`src/rtl/spi_pkg.sv`:
```
// Shared definitions for the SPI slave serial front end: FSM encodings,
// opcode constants and default word widths.
package spi_pkg;

  localparam int unsigned RX_W_DEF = 10;
  localparam int unsigned TX_W_DEF = 8;

  typedef enum logic [2:0] {
    IDLE      = 3'd0,
    CHK_CMD   = 3'd1,
    WRITE     = 3'd2,
    READ_ADD  = 3'd3,
    READ_DATA = 3'd4
  } state_e;

  // Sub-phase shared by the three data states.
  typedef enum logic [1:0] {
    PH_SHIFT = 2'd0,
    PH_WAIT  = 2'd1,
    PH_TX    = 2'd2,
    PH_DONE  = 2'd3
  } phase_e;

  localparam logic [1:0] OP_WR_ADDR = 2'b00;
  localparam logic [1:0] OP_WR_DATA = 2'b01;
  localparam logic [1:0] OP_RD_ADDR = 2'b10;
  localparam logic [1:0] OP_RD_DATA = 2'b11;

  function automatic logic [1:0] opcode_of(input logic [RX_W_DEF-1:0] word);
    return word[RX_W_DEF-1 -: 2];
  endfunction

endpackage

```
`src/rtl/spi_slave_if_if.sv`:
```
// RAM-side bus of the SPI front end: command words out, read data back in.
interface spi_slave_if_if
  import spi_pkg::*;
#(
  parameter int unsigned RX_W = RX_W_DEF,
  parameter int unsigned TX_W = TX_W_DEF
);

  logic [RX_W-1:0] rx_data;
  logic            rx_valid;
  logic [TX_W-1:0] tx_data;
  logic            tx_valid;

  modport master (
    output rx_data,
    output rx_valid,
    input  tx_data,
    input  tx_valid
  );

  modport slave (
    input  rx_data,
    input  rx_valid,
    output tx_data,
    output tx_valid
  );

endinterface

```
`src/rtl/spi_slave_if.sv`:
```
// SPI slave serial front end: deserialises MOSI into command words for the
// RAM and serialises RAM read data onto MISO. Clocked by the SPI clock.
module spi_slave_if
  import spi_pkg::*;
#(
  parameter int unsigned RX_W = RX_W_DEF,
  parameter int unsigned TX_W = TX_W_DEF
) (
  input  logic clk,
  input  logic rst_n,
  input  logic SS_n,
  input  logic MOSI,
  output logic MISO,
  spi_slave_if_if.master ram
);

  localparam int unsigned MAX_W = (RX_W > TX_W) ? RX_W : TX_W;
  localparam int unsigned CNT_W = $clog2(MAX_W + 1);
  localparam logic [CNT_W-1:0] LAST_RX = CNT_W'(RX_W - 1);
  localparam logic [CNT_W-1:0] TX_END  = CNT_W'(TX_W);

  state_e          state_q;
  phase_e          phase_q;
  logic [CNT_W-1:0] cnt_q;
  logic [RX_W-2:0] rx_sh_q;
  logic [TX_W-1:0] tx_sh_q;
  logic [RX_W-1:0] rx_data_q;
  logic            rx_valid_q;
  logic            miso_q;
  logic            rd_addr_done_q;

  always_ff @(posedge clk or negedge rst_n) begin
    if (!rst_n) begin
      state_q        <= IDLE;
      phase_q        <= PH_SHIFT;
      cnt_q          <= '0;
      rx_sh_q        <= '0;
      tx_sh_q        <= '0;
      rx_data_q      <= '0;
      rx_valid_q     <= 1'b0;
      miso_q         <= 1'b0;
      rd_addr_done_q <= 1'b0;
    end else begin
      rx_valid_q <= 1'b0;
      if (state_q != IDLE && SS_n) begin
        // Abort: partial frame is dropped, rx_data and rd_addr_done kept.
        state_q <= IDLE;
        phase_q <= PH_SHIFT;
        cnt_q   <= '0;
        miso_q  <= 1'b0;
      end else begin
        case (state_q)
          IDLE: begin
            if (!SS_n) state_q <= CHK_CMD;
          end
          CHK_CMD: begin
            phase_q <= PH_SHIFT;
            cnt_q   <= '0;
            if (!MOSI)               state_q <= WRITE;
            else if (rd_addr_done_q) state_q <= READ_DATA;
            else                     state_q <= READ_ADD;
          end
          WRITE, READ_ADD, READ_DATA: begin
            case (phase_q)
              PH_SHIFT: begin
                rx_sh_q <= {rx_sh_q[RX_W-3:0], MOSI};
                if (cnt_q == LAST_RX) begin
                  rx_data_q  <= {rx_sh_q, MOSI};
                  rx_valid_q <= 1'b1;
                  cnt_q      <= '0;
                  phase_q    <= (state_q == READ_DATA) ? PH_WAIT : PH_DONE;
                  if (state_q == READ_ADD) rd_addr_done_q <= 1'b1;
                end else begin
                  cnt_q <= cnt_q + CNT_W'(1);
                end
              end
              PH_WAIT: begin
                if (ram.tx_valid) begin
                  tx_sh_q <= ram.tx_data;
                  cnt_q   <= '0;
                  phase_q <= PH_TX;
                end
              end
              PH_TX: begin
                // One extra count after bit 0 returns MISO low and ends the read.
                if (cnt_q == TX_END) begin
                  miso_q         <= 1'b0;
                  rd_addr_done_q <= 1'b0;
                  cnt_q          <= '0;
                  phase_q        <= PH_DONE;
                end else begin
                  miso_q  <= tx_sh_q[TX_W-1];
                  tx_sh_q <= {tx_sh_q[TX_W-2:0], 1'b0};
                  cnt_q   <= cnt_q + CNT_W'(1);
                end
              end
              default: ;
            endcase
          end
          default: state_q <= IDLE;
        endcase
      end
    end
  end

  assign MISO         = miso_q;
  assign ram.rx_data  = rx_data_q;
  assign ram.rx_valid = rx_valid_q;

endmodule

```
`src/flat_wrapper.sv`:
```
// flat-port wrapper written by rule: the top's interface ports become plain ports
module spi_slave_if_flat import spi_pkg::*;
#(
  parameter int unsigned RX_W = RX_W_DEF,
  parameter int unsigned TX_W = TX_W_DEF
)
  (clk, rst_n, SS_n, MOSI, MISO, ram_rx_data, ram_rx_valid, ram_tx_data, ram_tx_valid);
  spi_slave_if_if #(.RX_W(RX_W), .TX_W(TX_W)) ram_i ();
  input  logic clk;
  input  logic rst_n;
  input  logic SS_n;
  input  logic MOSI;
  output logic MISO;
  output wire logic [$bits(ram_i.rx_data)-1:0] ram_rx_data;
  output wire logic [$bits(ram_i.rx_valid)-1:0] ram_rx_valid;
  input wire logic [$bits(ram_i.tx_data)-1:0] ram_tx_data;
  input wire logic [$bits(ram_i.tx_valid)-1:0] ram_tx_valid;
  assign ram_rx_data = ram_i.rx_data;
  assign ram_rx_valid = ram_i.rx_valid;
  assign ram_i.tx_data = ram_tx_data;
  assign ram_i.tx_valid = ram_tx_valid;
  spi_slave_if #(.RX_W(RX_W), .TX_W(TX_W)) u_core (.clk(clk), .rst_n(rst_n), .SS_n(SS_n), .MOSI(MOSI), .MISO(MISO), .ram(ram_i));
endmodule
```
`config.mk`:
```
export PLATFORM = sky130hd
export DESIGN_NAME = spi_slave_if_flat
export DESIGN_NICKNAME = d
export VERILOG_FILES = /design/src/rtl/spi_pkg.sv /design/src/rtl/spi_slave_if_if.sv /design/src/rtl/spi_slave_if.sv /design/src/flat_wrapper.sv
export SDC_FILE = /design/constraint.sdc
export NUM_CORES = 1
export LEC_CHECK = 0
export CAP_MARGIN = 25
export CORE_UTILIZATION = 55
export DETAILED_ROUTE_END_ITERATION = 8
export PLACE_DENSITY_LB_ADDON = 0.12
export REMOVE_ABC_BUFFERS = 1
export SLEW_MARGIN = 20
export SYNTH_ARGS = -nofsm -noshare
export SYNTH_HDL_FRONTEND = slang
export SYNTH_SLANG_ARGS = --single-unit
```
`constraint.sdc`:
```
create_clock -name clk -period 3.03 [get_ports clk]
set_input_delay 0.303 -clock clk [delete_from_list [all_inputs] [get_ports clk]]
set_output_delay 0.303 -clock clk [all_outputs]
set_load 0.01 [all_outputs]
```
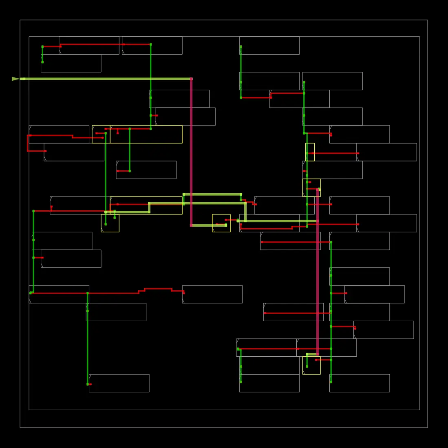
Run 1: the clock network
Seq cells: 39
clk ins delay skew pair: 0.35 ns
# clock sinks: 39
clock distribution power: 0.424 mW
# clk buffers: 6

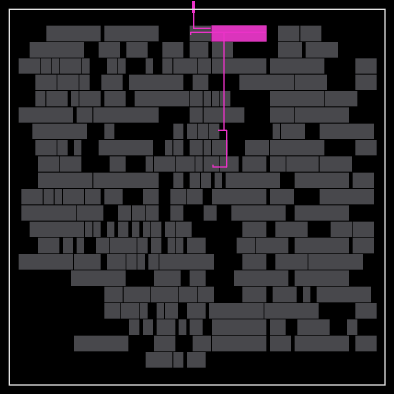
Run 1: I/O nets highlighted
Drawn at 6 px/um.
color	port	direction	end cells	buffers	wire
magenta	`MISO`	output	1	1	44.9 um

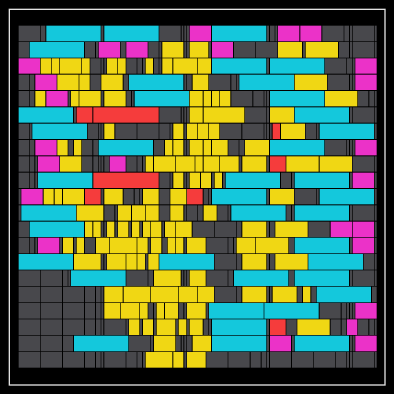
Run 1: placed cells, one color a class
Drawn at 6 px/um. Fill, decap, tap and diode cells in gray.
color	class	cells
red	clock drivers and dummy loads	8
magenta	remaining buffers and delay cells	25
cyan	sequential cells	39
yellow	combinational and other logic	128

==> flow_summary_export.csv, run 1 <==
group,metric,value,unit
outcome,status,"finished clean",
critical_path,critPathCapture,"u_core.ram.rx_data[3]",
final_timing,rsz0062_at_grt,"no",
final_timing,report.final.slew_viol_count,0,
detailed_routing,final_antenna_net_count,0,
synth,syn_area_per_cell,11.40,um^2
synth,ys_sh_mux,0.1691,
clocking,cts_made_buffers,5,
floorplan,coreArea,3416,um^2
synth,edf_count,0,
critical_path,worstPathRequired,3.26,ns
power_and_ir_drop,power_leader,"registers",
detailed_routing,drt_wl_total,3607,um
power_and_ir_drop,seq_cell_power,0.618,mW
final_timing,setup_viol,0,
global_routing,met2_usage,0.3613,
final_timing,tightestPinTransition,0.8176,ns
final_timing,max_freq,440.2,MHz
final_timing,finalHoldViolCount,0,
synth,ys_ff,39,
floorplan,fp.dieH,62.39,um
final_timing,hold_ws,0.03633,ns
clocking,cts_resized,0,
critical_path,reg2regPathDepth,5,
synth,ys_area,2006,um^2
power_and_ir_drop,p_total,1.188,mW
detailed_routing,drc,0,
layout,stdcell_count,246,
critical_path,cp_max_fo,11,
power_and_ir_drop,irDropWorstVdd,0.4954,mV
power_and_ir_drop,powerDensity,505.5,nW/um^2
synth,ys_top_logic_family,"multiplexers",
critical_path,reg2reg_to,"u_core.ram.rx_data[3]",
detailed_routing,vias,1378,
synth,synthArstFlopShare,1.000,
critical_path,path_buffers,0,
global_routing,antenna_found_initial,0,
critical_path,r2r_start,"u_core.state_q[2]",
synth,yosys.area.top_type_share,0.4866,
detailed_routing,wire_per_inst,14.66,um
floorplan,io-pin-count,25,
critical_path,critPathMaxStageDelay,0.54,ns
critical_path,startpoint,"u_core.state_q[2]",
synth,synth-adder-area-share,0.04367,
layout,fillers,258,
clocking,cts_buffer_depth,2,
final_timing,maxSlewHeadroom,0.4549,
floorplan,dieArea,3892,um^2
global_routing,grtUsageMet1,0.2479,
place,place_congestion,0.8940,
power_and_ir_drop,internal_power,0.9072,mW
critical_path,critPathLaunchType,"flop",
detailed_routing,route.met3.wl,172,um
global_routing,grt_overflow,0,
final_timing,min_period_over_period,0.7497,
synth,synth_top_cell_by_area,"dfrtp_1",
detailed_routing,met1_length,1529,um
critical_path,cp_cell_sequence,"nor3b_4 > nor2_2 > or3b_1 > or2_4 > mux2_4",
power_and_ir_drop,leakage,1.071,nW
job,warnings,30,
power_and_ir_drop,clkPwrFrac,0.357,
synth,synth_cell_types,42,
layout,antenna_cells,0,
synth,netlist_area,2006,um^2
final_timing,min_period,2.272,ns
global_routing,grt_pass1_vias,1387,
place,place_hpwl,2737,um
synth,yosys_cells,176,
synth,ys_sh_simple,0.1460,
critical_path,cp_slowest_cell,"or3b_1",
synth,topCellsByArea,"dfrtp_1 (49%), mux2_4 (6.7%), mux2_2 (6.2%), ha_1 (4.4%), mux2i_1 (4.0%)",
floorplan,num_rows,21,
synth,ff_type,"dfrtp_1",
final_timing,fin_ws,0.7585,ns
layout,final_layout_size_suffix_gt1_frac,0.1700,
critical_path,cpLargestDelayFamily,"simple AND/OR/NAND/NOR gates",
critical_path,cp_num_cells,5,
layout,post-route-util,0.6879,
place,dp_slack,0.6955,ns
clocking,cts_tree,"yes",
place,place_inst,238,
global_routing,grt_usage,0.2115,
detailed_routing,drt_iter0_drc,45,
critical_path,worstPathArrival,2.50,ns
clocking,post_cts_buffers,0,
synth,xor_area_frac,0,
power_and_ir_drop,switching_share,0.2362,
-- run 1: registers in the layout, summed over array words and instances, names as in the netlist --
name / count
u_core.MISO: 1
u_core.rd_addr_done_q: 1
u_core.cnt_q: 4
u_core.ram.rx_valid: 1
u_core.phase_q: 2
u_core.tx_sh_q: 8
u_core.rx_sh_q: 9
u_core.ram.rx_data: 10
u_core.state_q: 3
-- run 1: how the worst min path moves through the flow --
| stage | slack [ns] | to |
|---|---|---|
| floorplan | 0.007 | u_core.MISO |
| global placement | 0.45 | u_core.ram.rx_valid |
| detailed placement | 0.45 | u_core.ram.rx_valid |
| CTS | 0.06 | u_core.rd_addr_done_q |
| global route | 0.11 | u_core.ram.rx_valid |
| finish | 0.04 | u_core.rx_sh_q[4] |
-- run 1: layout make-up --
| type | count | area (um^2) | share of cell area |
|---|---|---|---|
| Clock buffer | 6 | 41.29 | 0.01757 |
| Timing Repair Buffer | 25 | 242.7 | 0.1033 |
| Tap cell | 46 | 57.56 | 0.02449 |
| Sequential cell | 39 | 975.9 | 0.4153 |
| Clock inverter | 2 | 60.06 | 0.02556 |
| Multi-Input combinational cell | 120 | 942.2 | 0.4010 |
| Inverter | 8 | 30.03 | 0.01278 |
-- run 1: cell usage in the layout, fill, tap and decap left out, types with 2 or more instances in the layout --
master,netlist,final
a21oi_1,4,4
a22o_1,4,4
a22oi_1,2,2
bufinv_16,0,2
clkbuf_4,0,5
clkdlybuf4s50_1,0,23
dfrtp_1,39,39
ha_1,7,7
inv_1,8,8
mux2_2,11,11
mux2_4,9,9
mux2i_1,8,8
nand2_1,15,15
nand2b_1,2,2
nand3_1,5,5
nand3b_1,4,4
nor2_1,4,4
nor3_1,5,5
o21ai_0,14,14
o2bb2ai_1,4,4
or3_1,3,3
Run 1, clock distribution:
Drawn at 8 px/um.
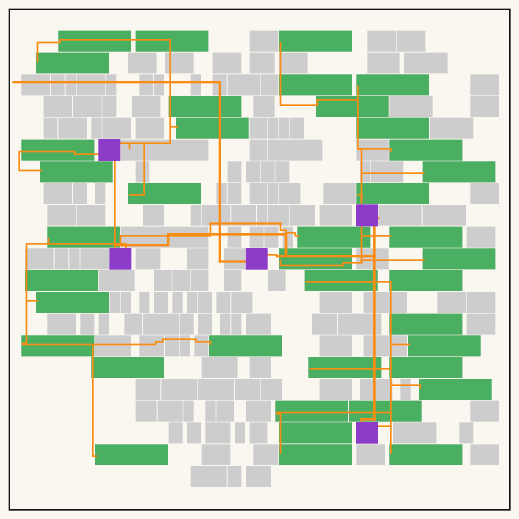

==> inputs of run 2 (changes only) <==
clock period = 2.31 ns   (was 3.03 ns; I/O delays follow)
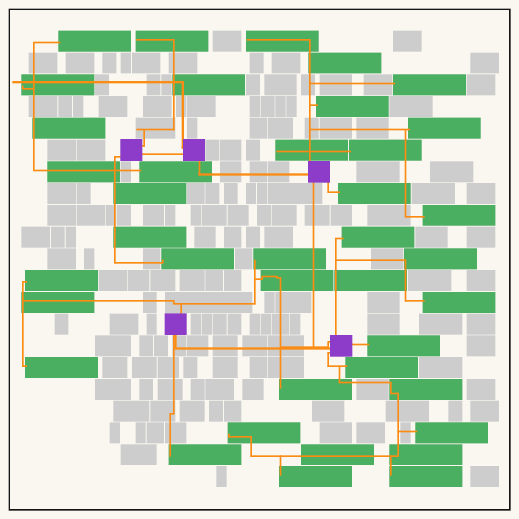
Run 2: clock distribution
Drawn at 8 px/um.
[orange] clock wires | length: 435 um
[purple] clock drivers | count: 5
[green] flip-flops | count: 39
routed clock nets	6

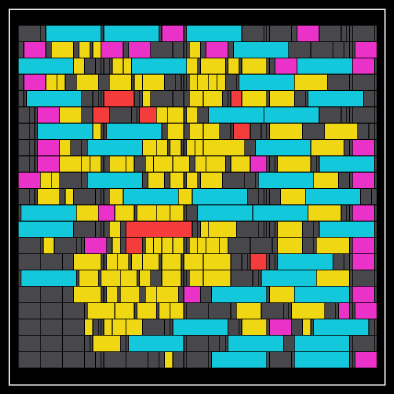
Run 2: placed cells, one color a class
Drawn at 6 px/um. Fill, decap, tap and diode cells in gray.
color	class	cells
yellow	combinational and other logic	128
red	clock drivers and dummy loads	8
magenta	remaining buffers and delay cells	28
cyan	sequential cells	39

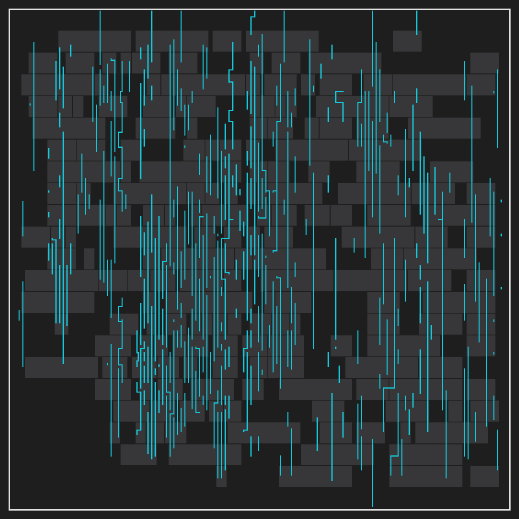
Run 2: M2 wires
Drawn at 8 px/um.
main direction	vertical
share of all routed wire	51%
nets with wire on the layer	188
longest straight run	28.9 um
wire length on this layer	1,850 um

==> run 2 against run 1 <==
  * Maximum frequency increased by 7.9%
  * Sequential share of layout area shrank 0.18 points
  * Synthesized area unchanged
  * Setup slack got worse by 0.55 ns
  * Register-to-register slack got worse by 0.55 ns
  * Non-clock buffer count rose by 3
  * Clock power is 11% higher
  * Largest cell class unchanged
==> flow_summary_export.csv, run 2 <==
group,metric,value,unit
power_and_ir_drop,irDropWorstVdd,0.4572,mV
synth,synth_top_cell_by_area,"dfrtp_1",
global_routing,antenna_found_initial,0,
clocking,worstSkewPairLatency,0.34,ns
floorplan,dieArea,3892,um^2
clocking,clock-sinks,39,
critical_path,reg2regPathDepth,7,
power_and_ir_drop,power_leader,"registers",
layout,final_layout_size_suffix_gt1_frac,0.1823,
power_and_ir_drop,powerDensity,624.3,nW/um^2
outcome,status,"finished clean",
final_timing,rsz0062_at_grt,"no",
synth,ys_area,2006,um^2
layout,largest_register_ffs,10,
layout,antenna_cells,0,
critical_path,path_buffers,1,
floorplan,io-pin-count,25,
power_and_ir_drop,seq_cell_power,0.808,mW
critical_path,cp_cell_sequence,"inv_1 > ha_1 > and3b_1 > a2bb2oi_1 > or4b_2 > o2bb2ai_1 > a22o_1",
synth,topCellsByArea,"dfrtp_1 (49%), mux2_4 (6.7%), mux2_2 (6.2%), ha_1 (4.4%), mux2i_1 (4.0%)",
detailed_routing,vias,1406,
critical_path,cp_num_cells,7,
synth,yosys.area.top_type_share,0.4866,
synth,yosys_cells,176,
global_routing,grt_overflow,0,
critical_path,critPathCapture,"u_core.cnt_q[2]",
floorplan,num_rows,21,
detailed_routing,drt_iter0_drc,58,
synth,ff_type,"dfrtp_1",
final_timing,fin_ws,0.2040,ns
final_timing,max_freq,474.8,MHz
critical_path,cp_max_fo,6,
critical_path,reg2reg_to,"u_core.cnt_q[2]",
critical_path,cp_slowest_cell,"or4b_2",
detailed_routing,final_antenna_net_count,0,
final_timing,hold_ws,0.4615,ns
final_timing,min_period_over_period,0.9117,
job,warnings,30,
final_timing,setup_viol,0,
place,place_congestion,0.8573,
clocking,cts_made_buffers,5,
floorplan,fp.dieH,62.39,um
clocking,cts_buffer_depth,2,
power_and_ir_drop,internal_power,1.112,mW
critical_path,critPathLaunchType,"flop",
synth,synthArstFlopShare,1.000,
clocking,cts_tree,"yes",
final_timing,min_period,2.106,ns
layout,lay_top_cells,"dfrtp_1 (39), clkdlybuf4s50_1 (23), nand2_1 (15)",
global_routing,grt_pass1_vias,1454,
clocking,cts_resized,0,
## run 2: cell families (layout without fill, tap and decap cells)
family | count (synthesis) | after routing | synth area share
mux | 28 | 28 | 0.1691
flops | 39 | 39 | 0.4866
simple gates | 51 | 51 | 0.1460
compound gates | 34 | 34 | 0.1110
fa+ha+maj | 7 | 7 | 0.04367
buf+inv | 17 | 44 | 0.04366
## run 2: layer usage
metal,up-vias,share of wire,global-route usage
met4,0,0.013,0.07267
met3,6,0.035,0.05109
met1,685,0.44,0.2503
li1,679,-,-
met2,36,0.51,0.3640
met5,-,0,0
## run 2: tightest hold or removal path, stage by stage
cell and delay, ns:
clkdlybuf4s50_1 0.40, nand2_1 0.06, o21ai_0 0.06
## run 2: how the worst min path moves through the flow
stage	to	slack (ns)	from	cells past startpoint
5_1_grt	u_core.tx_sh_q[0]	0.45	ram_tx_data[0]	3
3_5_place_dp	u_core.ram.rx_data[5]	0.39	rst_n	1
3_3_place_gp	u_core.ram.rx_valid	0.38	rst_n	1
2_1_floorplan	u_core.MISO	-0.06	rst_n	0
6_report	u_core.tx_sh_q[0]	0.46	ram_tx_data[0]	3
4_1_cts	u_core.tx_sh_q[0]	0.45	ram_tx_data[0]	3
## run 2: area by class of cell
type / count / area (um^2)
inverters: 8 / 30.03
multi-input cells: 120 / 942.2
fillers: 268 / 1056
flip-flops and latches: 39 / 975.9
clock buffers: 6 / 51.30
repair buffers: 28 / 267.8
well taps: 46 / 57.56
clock inverters: 2 / 35.03
## run 2: what timing repair did
action | 4_1_cts | 5_1_grt
endpoints found under the setup margin | 0 | 0
hold endpoints to repair | 17 | 0
hold buffers | 1 | 0
No activity file was given, so power comes from the tool's default toggle rates.
